Design dot_product_seq, sky130hd; sources not shown.
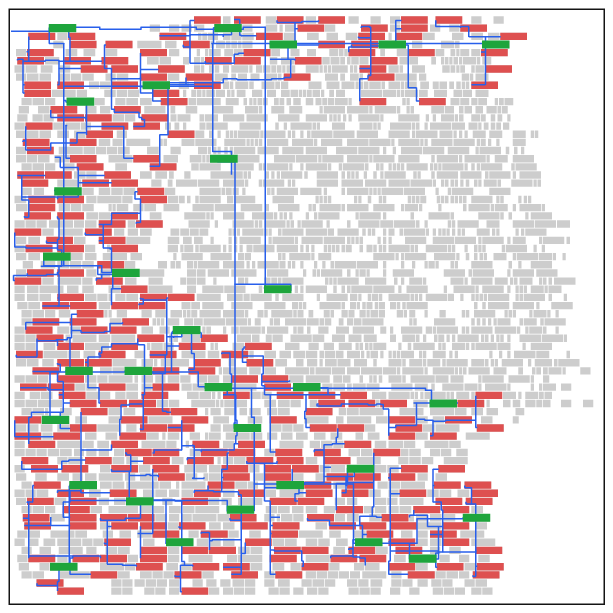
**Above:** clock distribution.
(3 px per um)
Key: green = cells driving clock nets [count 30]; red = flip-flops [count 293]; blue = clock wires [length 3,610 um]
There are 31 routed clock nets.
clk latency late pin: 0.61 ns

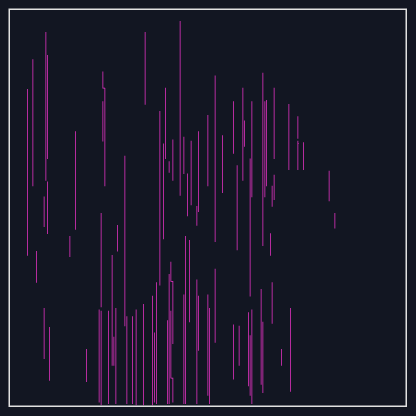
**Above:** metal 4.
(2 px per um)
The layer carries 3,350 um of wire. The wires run mostly vertical. The layer holds 5.3% of the routed length.
final WL: 63,440 um
vias: 15,462

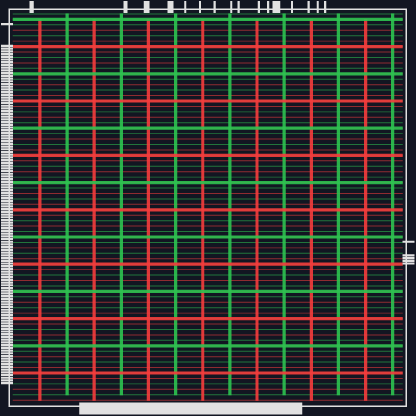
**Above:** PDN straps and rails.
(2 px per um) Pins as bars on the die edge.
Key: green = VDD; red = VSS
14 straps on met5. 72 met1 rails follow the rows.
core area: 37,670 um2
Die H: 197.8 um
die width: 197.8 um

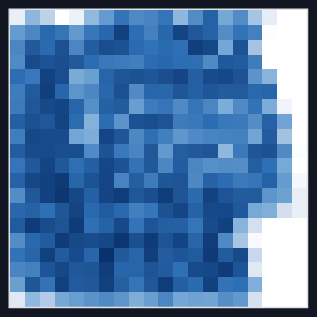
**Above:** cell area per tile.
(1.5 px per um) 20 x 20 tiles, from white (low) to dark blue (high), 0 to 100% covered.
The emptiest ninth of the die: lower right. 9.8% of the tiles are nearly empty. The fullest tile reaches 99%. 52% of the tiles are over 75% full. The mean over all tiles is 66%.
fp_density: 0.5802
Util after Layout: 0.7048

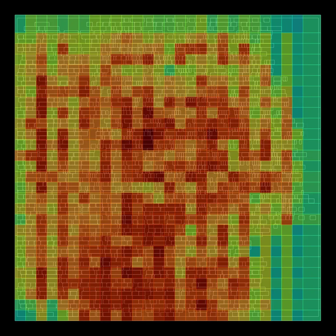
**Above:** congestion heat map.
post-DR wirelength/cell: 23.82 um
gr usage total: 0.3412
GR Util met1: 0.4056
grt peak-use layer: met2

==> results_dict.tcl <==
# implementation run metrics
set metrics [dict create \
    drc 0 \
    combGateArea_um2 13260 \
    dp_hpwl_um 49660 \
    clock_path_buffers 3 \
    row_count 71 \
    synthAdderAreaFrac 0.2624 \
    ys_seq_share 0.3355 \
    grt_max_degree 127 \
    cp_common_cell "fa_1" \
    die_area_um2 39130 \
    avgSynthCellArea_um2 12.06 \
    slew_viol_final 0 \
    syn_nets 2392 \
    met3_usage 0.08465 \
    grt_util_met2 0.5775 \
    viasPerCell 5.804 \
    ys_cells 1812 \
    area_growth_pct 21.47 \
    ys_sh_aoi 0.02691 \
    pin_count 277 \
    drt_pass1_iterations 5 \
    dr_wl_met3_um 5900 \
    reg2reg_setup_slack_ns 0.45 \
    drv_cap 0 \
    end_kind "register" \
    hold_buffers 0 \
    slowest_stage "mux4_2" \
    postLayoutCellArea_um2 26550 \
    grt_pass1_wl_um 98210 \
    ys_warn_count 0 \
    worstHoldPathType "register to register" \
    layout-drive-gt1-share 0.2168 \
    fmax_mhz 97.57 \
    overflow 0 \
    r2r_cells 36 \
    xor_share 0.01706 \
    antenna_found_initial 13 \
    hold_viol 0 \
    gp_congestion 0.9793 \
    cts_max_level 1 \
    routed.top_layer "met4" \
    synth-main-ff-cell "dfrtp_1" \
    startpoint_type "register" \
    logic_family "adder cells" \
    flop_area_um2 7332 \
    setup_viol 0 \
    edf_count 0 \
    clock_tree.root_cell "clkbuf_16" \
    worstPathMaxFanout 19 \
    status "finished, final reports clean" \
    worstPathArrival_ns 10.64 \
    postSynthCellCount 1812 \
    ys_sh_mux 0.2270 \
    slew-limit-headroom 0.3146 \
    wl_met2_um 31630 \
    period_used_share 0.9579 \
    io_buffers 276 \
    first_iter_violations 1153 \
    wl_met1_um 22560 \
    cts_buffers 30 \
    ant_nets 0 \
    period_needed_ns 10.25 \
    tightestPinTransition_ns 0.9995 \
    crit_required_ns 11.09 \
    max_stage_delay_ns 0.62 \
    first_global_vias 17205 \
    cts_tree "built" \
    netlist_area_um2 21850 \
    lay_top_count "dfrtp_1" \
]
==> cells in the mapped netlist (12+ instances only) <==
master    count  area [um2]
a21oi_1      18       90.09
a22o_1       13       113.9
and2_1       12       75.07
clkbuf_1     53       198.9
dfrtp_1     293        7332
fa_1        229        4584
ha_1         92        1151
inv_1       285        1070
mux2_2      292        3288
mux2i_1      22       220.2
mux4_2       62        1396
nand2_1     126       473.0
nand2b_1     18       112.6
nor2_1      114       427.9
nor2b_1      25       156.4
o21ai_0      13       65.06
xnor2_1      28       245.2
xor2_1       12       105.1
==> stage by stage <==
step	TNS, ns	setup slack [ns]	hold slack [ns]
final	0	0.4508	0.4017
after CTS	0	0.04987	0.4061
after global placement	-691.57	-2.375	0.3741
after global routing	-0.1433	-0.07344	0.4120
after detailed placement	-10.36	-1.139	0.3917
after floorplan	0	0.9042	0.3725
==> critical path, delay by kind of cell, from the launching register on <==
family | cells | cell delay [ns]
flip-flops | 1 | 0.35
XOR/XNOR | 2 | 0.48
multiplexers | 2 | 0.95
adder cells (fa/ha/maj) | 8 | 3.62
buffers and inverters | 6 | 1.30
AND/OR/NAND/NOR | 8 | 1.32
AND-OR/OR-AND | 10 | 2.01
==> layout make-up <==
| type | count | area share |
|---|---|---|
| well taps | 511 | 0.02408 |
| inverters | 286 | 0.04072 |
| multi-input cells | 1160 | 0.4993 |
| diodes | 13 | 0.001225 |
| plain buffers | 67 | 0.01315 |
| flip-flops and latches | 293 | 0.2762 |
| clock inverters | 9 | 0.003912 |
| clock buffers | 44 | 0.03441 |
| repair buffers | 281 | 0.1070 |
==> repair_timing <==
action,in CTS,in global routing
resized,34,23
buffers inserted,0,3
setup endpoints to repair,16,11
